`src/rtl/signed_bar_pkg.sv`:
```
// Shared types and helpers for the signed LED bar display:
// level width, sample-to-level mapping and the peak-marker state enum.
package signed_bar_pkg;

  typedef enum logic [1:0] {
    PK_TRACK,
    PK_HOLD,
    PK_DECAY
  } peak_state_t;

  // Enough bits to hold -HALF..+HALF as a signed value.
  function automatic int level_width(input int half);
    return $clog2(half + 1) + 1;
  endfunction

  // The most-negative code is reserved as "invalid" and shows as centre only.
  function automatic int map_level(input int v, input int w, input int half);
    if (v == -(1 << (w - 1))) return 0;
    if (v > half) return half;
    if (v < -half) return -half;
    return v;
  endfunction

endpackage

```
`src/rtl/bar_mask.sv`:
```
// Level to centre-anchored segment mask: a full thermometer bar, or only
// the tip segment when TIP_ONLY is set (used for the peak marker).
module bar_mask #(
  parameter int HALF     = 3,
  parameter int LW       = 3,
  parameter bit TIP_ONLY = 1'b0
) (
  input  logic signed [LW-1:0] level,
  output logic [2*HALF:0]      mask
);

  generate
    for (genvar gi = 0; gi <= 2 * HALF; gi++) begin : g_seg
      localparam int OFS = gi - HALF;
      if (TIP_ONLY) begin : g_tip
        assign mask[gi] = (int'(level) == OFS);
      end else if (OFS > 0) begin : g_pos
        assign mask[gi] = (int'(level) >= OFS);
      end else if (OFS < 0) begin : g_neg
        assign mask[gi] = (int'(level) <= OFS);
      end else begin : g_ctr
        assign mask[gi] = 1'b1;
      end
    end
  endgenerate

endmodule

```
`src/rtl/signed_bar_display.sv`:
```
// Registered signed LED bar driver with saturation, optional one-segment-per-tick
// slewing and a peak-hold marker that decays after a timed hold.
module signed_bar_display
  import signed_bar_pkg::*;
#(
  parameter int W          = 3,
  parameter int HALF       = 3,
  parameter int TICK_DIV   = 4,
  parameter int HOLD_TICKS = 2
) (
  input  logic            clk,
  input  logic            rst_n,
  input  logic [W-1:0]    d_in,
  input  logic            d_valid,
  input  logic            slew_en,
  input  logic            peak_en,
  output logic [2*HALF:0] d_out,
  output logic            settled
);

  localparam int LW = level_width(HALF);
  localparam int PW = (TICK_DIV > 1) ? $clog2(TICK_DIV) : 1;
  localparam int HW = $clog2(HOLD_TICKS + 1);

  typedef logic signed [LW-1:0] level_t;

  level_t      target_reg, cur_reg, peak_reg;
  level_t      mapped, cur_step, peak_step;
  logic [PW-1:0] presc_reg;
  logic [HW-1:0] hold_reg;
  peak_state_t state_reg;
  logic        peak_en_reg;
  logic        tick, capture;
  int          mapped_int, cur_mag, peak_mag;
  logic [2*HALF:0] bar_mask_w, tip_mask_w;

  always_comb begin
    mapped_int = map_level(int'($signed(d_in)), W, HALF);
    cur_mag    = (cur_reg < 0) ? -int'(cur_reg) : int'(cur_reg);
    peak_mag   = (peak_reg < 0) ? -int'(peak_reg) : int'(peak_reg);
  end

  assign mapped    = level_t'(mapped_int);
  assign tick      = (presc_reg == PW'(TICK_DIV - 1));
  assign capture   = (cur_mag > peak_mag);
  assign cur_step  = (target_reg > cur_reg) ? cur_reg + level_t'(1) : cur_reg - level_t'(1);
  assign peak_step = (cur_reg > peak_reg) ? peak_reg + level_t'(1) : peak_reg - level_t'(1);

  always_ff @(posedge clk or negedge rst_n) begin
    if (!rst_n) begin
      presc_reg  <= '0;
      target_reg <= '0;
      cur_reg    <= '0;
    end else begin
      presc_reg <= tick ? '0 : presc_reg + PW'(1);
      if (d_valid) target_reg <= mapped;
      // Slew compares against the pre-edge target, so a new target waits a tick.
      if (!slew_en) cur_reg <= d_valid ? mapped : target_reg;
      else if (tick && cur_reg != target_reg) cur_reg <= cur_step;
    end
  end

  always_ff @(posedge clk or negedge rst_n) begin
    if (!rst_n) begin
      peak_reg    <= '0;
      hold_reg    <= '0;
      state_reg   <= PK_TRACK;
      peak_en_reg <= 1'b0;
    end else begin
      peak_en_reg <= peak_en;
      if (!peak_en) begin
        peak_reg  <= cur_reg;
        state_reg <= PK_TRACK;
      end else if (capture) begin
        peak_reg  <= cur_reg;
        hold_reg  <= HW'(HOLD_TICKS);
        state_reg <= PK_HOLD;
      end else begin
        case (state_reg)
          PK_TRACK: peak_reg <= cur_reg;
          PK_HOLD: begin
            if (tick) begin
              hold_reg <= hold_reg - 1'b1;
              if (hold_reg == HW'(1)) state_reg <= PK_DECAY;
            end
          end
          PK_DECAY: begin
            if (peak_reg == cur_reg) state_reg <= PK_TRACK;
            else if (tick) peak_reg <= peak_step;
          end
          default: state_reg <= PK_TRACK;
        endcase
      end
    end
  end

  bar_mask #(.HALF(HALF), .LW(LW), .TIP_ONLY(1'b0)) u_bar (
    .level (cur_reg),
    .mask  (bar_mask_w)
  );

  bar_mask #(.HALF(HALF), .LW(LW), .TIP_ONLY(1'b1)) u_tip (
    .level (peak_reg),
    .mask  (tip_mask_w)
  );

  assign d_out   = bar_mask_w | (peak_en_reg ? tip_mask_w : '0);
  assign settled = (cur_reg == target_reg);

endmodule

```
`config.mk`:
```
export PLATFORM = sky130hd
export DESIGN_NAME = signed_bar_display
export DESIGN_NICKNAME = d
export VERILOG_FILES = /design/src/rtl/signed_bar_pkg.sv /design/src/rtl/bar_mask.sv /design/src/rtl/signed_bar_display.sv
export SDC_FILE = /design/constraint.sdc
export NUM_CORES = 1
export LEC_CHECK = 0
export CORE_MARGIN = 2
export CORE_UTILIZATION = 50
export DETAILED_ROUTE_END_ITERATION = 8
export PLACE_DENSITY_LB_ADDON = 0.12
export SLEW_MARGIN = 20
export SYNTH_ARGS = -nofsm -noshare
export SYNTH_HDL_FRONTEND = slang
export SYNTH_SLANG_ARGS = --single-unit
```
`constraint.sdc`:
```
create_clock -name clk -period 8.82 [get_ports clk]
set_clock_uncertainty 0.15 [all_clocks]
set_input_delay 1.764 -clock clk [delete_from_list [all_inputs] [get_ports clk]]
set_output_delay 1.764 -clock clk [all_outputs]
set_load 0.03 [all_outputs]
```
Fig. 1: the metal 1 layer
Scale: 6 px per um. Cells faint in the background.
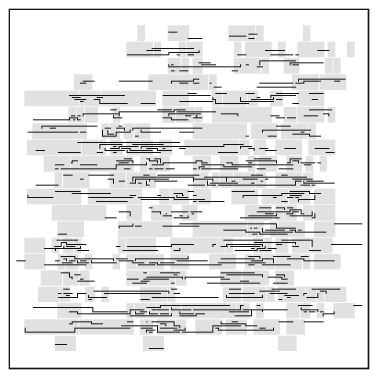
The wires run mostly horizontal. 205 nets have wire on it. The layer holds 47% of the routed length. The layer carries 1,360 um of wire.

Fig. 2: signal wires on met2
Scale: 8 px per um.
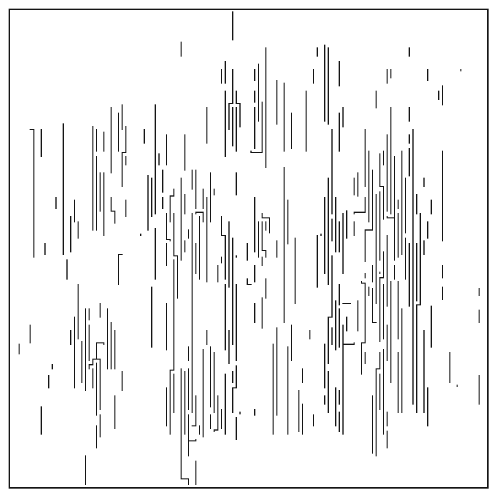
The wires run mostly vertical. 191 nets have wire on it. The longest straight run is 34.3 um. The layer carries 1,390 um of wire.

Fig. 3: the metal 3 layer
Scale: 4 px per um. Cells faint in the background.
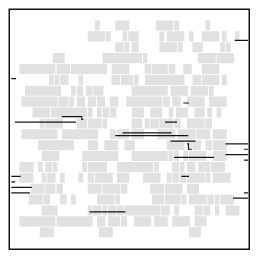
20 nets have wire on it. The layer holds 4.0% of the routed length.

==> metrics.yaml <==
grt_pass1_wl_um: 4950
yosysCellCount: 169
clk_pin_slew_ns: 0.09
initial_core_util: 0.515
grt_overflow: 0
nets: 234
grt_setup_unrepaired: "no"
period_needed_ns: 4.34
cap_violations: 0
root_buffer: "clkbuf_4"
ctsResizeCount: 0
cts_buffers: 3
cts_hold_buf: 0
edf_count: 0
rrSetupSlack_ns: 5.56
start_kind: "register"
fmax_mhz: 230
postSynthSeqShare: 0.259
worst_slew_pin_slew_ns: 0.717
drtPass1Iterations: 4
crit_arrival_ns: 2.43
synthArstFlopShare: 1.00
syn_to_final_growth_pct: 15.8
via_count: 1258
internal_power_w: 0.000205
viasPerCell: 5.52
diodes: 0
gp_congestion: 0.876
pin_count: 16
syn_area_sq_mm: 0.00155
drc: 0
tool_warnings: 34
cts.path.max_buffers: 2
avgSynthCellArea_sq_um: 9.16
cts_setup_buffers: 0
grt_max_degree: 17
fp-row-count: 20
power.total_w: 0.000366
hold_violations: 0
pre_cts_ws_ns: 4.79
tritoncts: "done"
netlist_instances: 169
seqPwrFrac: 0.273
first_iter_violations: 27
cp-end-kind: "primary output"
post-dp-hpwl_um: 2430
fin_setup_tns_ns: 0
chipArea_sq_mm: 0.00356
critical_path_required_ns: 6.91
ant_nets: 0
busiest_layer: "met2"
pwr-share-clk: 0.131
powerDensity_mw_per_mm2: 204
flop_cell: "dfrtp_1"
drt-total-wl_um: 2900
yosysUniqueCellTypes: 44
ys_area_sq_mm: 0.00155
drive_gt1_frac: 0.0667
post_drt_wl_per_cell_um: 12.7
finalCritPeriodShare: 0.492
drv_slew: 0
path_class: "register to primary output"
peakVddDrop_mv: 0.112
p_sw_w: 0.000160
hp-start: "presc_reg[0]$_DFF_PN0_"
dieWidth_um: 59.6
die_y_um: 59.6
antenna_found_initial: 0
worst_skew_pair.late_latency_ns: 0.28
ys.warnings.count: 0
use_met1: 0.223
hp-class: "register to register"
h-tree-depth: 1
status: "finished clean"
fill_cells: 285
grt_use_met2: 0.325
worst_slack_ns: 4.48
grt_util_met3: 0.0197
comb_power_share: 0.596
core_area_sq_mm: 0.00300
cts_sinks: 16
setup_viol: 0
worstSetupStartpoint: "cur_reg[1]$_DFFE_PN0P_"
first_global_vias: 1216
p_leak_nw: 0.865
crit_fanout: 10
relSlewSlack: 0.521
io_buffer_count: 14
grt_usage: 0.179
crit-reg2reg-launch: "cur_reg[1]$_DFFE_PN0P_"
synth_flops: 16
netSwitchingFraction: 0.439
## power by group through the flow
stage                     logic, W  registers [W]  clock network [W]
after global placement    0.000211       0.000100                  0
final                     0.000218       0.000100          0.0000478
after global routing      0.000242       0.000102          0.0000532
after floorplan           0.000163      0.0000940                  0
after CTS                 0.000218      0.0000996          0.0000495
after detailed placement  0.000218       0.000101                  0
## final timing paths
path | endpoint | cells after the start
worst min register to register | presc_reg[0]$_DFF_PN0_ | 1
worst max register to register | peak_reg[1]$_DFFE_PN0P_ | 11
worst min-delay path | presc_reg[0]$_DFF_PN0_ | 1
worst max-delay path | d_out[2] | 6
min in group asynchronous | target_reg[2]$_DFF_PN0_ | 1
max in group asynchronous | state_reg[0]$_DFFE_PN0P_ | 1
## final cells by class
| type | count | area (sq um) | share of cell area |
|---|---|---|---|
| multi-input combinational | 147 | 1120 | 0.626 |
| clock buffer | 4 | 36.3 | 0.0203 |
| timing repair buffer | 14 | 140 | 0.0782 |
| inverter | 14 | 52.6 | 0.0293 |
| sequential | 16 | 400 | 0.223 |
| tap | 33 | 41.3 | 0.0230 |
## per-layer routing
layer  vias up  wire length (um)
met3         4               114
met5         -                 0
met2        30              1390
met4         0                29
li1        642                 -
met1       582              1360
## cell usage after synthesis (all sizes together), types with 2 or more instances
library cell	n	area [sq um]
dfrtp	16	400
nand3	4	20.0
o21ai	9	45.0
nor2b	5	31.3
conb	2	7.51
mux2	2	22.5
clkbuf	2	7.51
a21o	2	15.0
mux2i	4	40.0
nand2b	3	18.8
o311ai	3	26.3
ha	30	375
o22ai	3	18.8
nand2	16	60.1
xnor2	6	52.6
and2	3	18.8
a31oi	2	12.5
a21oi	10	50.1
nor2	10	45.0
nand4	2	18.8
inv	14	52.6
nor3	2	10.0
xor2	2	17.5
## layout by cell type (no fill, tap or decap), types with 2 or more instances in the layout
cell type and n:
a31oi_1 2, nand2_1 16, nor2_1 9, conb_1 13, a21o_1 2, nor2b_1 5
clkdlybuf4s50_1 14, mux2i_1 4, nand2b_1 3, and2_1 3, o22ai_1 3, ha_1 30
nand3_1 4, mux2_2 2, a21oi_1 10, o311ai_0 2, clkbuf_4 3, o21ai_0 8
nor3_1 2, xor2_1 2, dfrtp_1 16, inv_1 14, xnor2_1 6
## logic make-up (layout without fill, tap and decap cells)
logic type      after synthesis  in the layout  synth area share
compound gates               41             41             0.203
xor+xnor                      8              8            0.0453
fa+ha+maj                    30             30             0.243
buf+inv                      17             32            0.0437
flops                        16             16             0.259
mux                           6              6            0.0404
other cells                   2             13           0.00485
simple gates                 49             49             0.162
## critical path, stage by stage (launching register included)
cell,delay [ns]
dfrtp_1,0.50
ha_1,0.32
ha_1,0.34
xnor2_1,0.14
xnor2_1,0.13
nand2_1,0.06
clkdlybuf4s50_1,0.66
## stage by stage
stage | hold WS, ns | area, sq um | utilization | instances
final | 0.285 | 1790 | 0.597 | 228
after global placement | 0.263 | 1760 | 0.585 | 224
after CTS | 0.287 | 1790 | 0.597 | 228
after detailed placement | 0.274 | 1760 | 0.585 | 224
after global routing | 0.297 | 1790 | 0.597 | 228
after floorplan | 0.253 | 1590 | - | 180
Power and IR drop assume default switching activity.
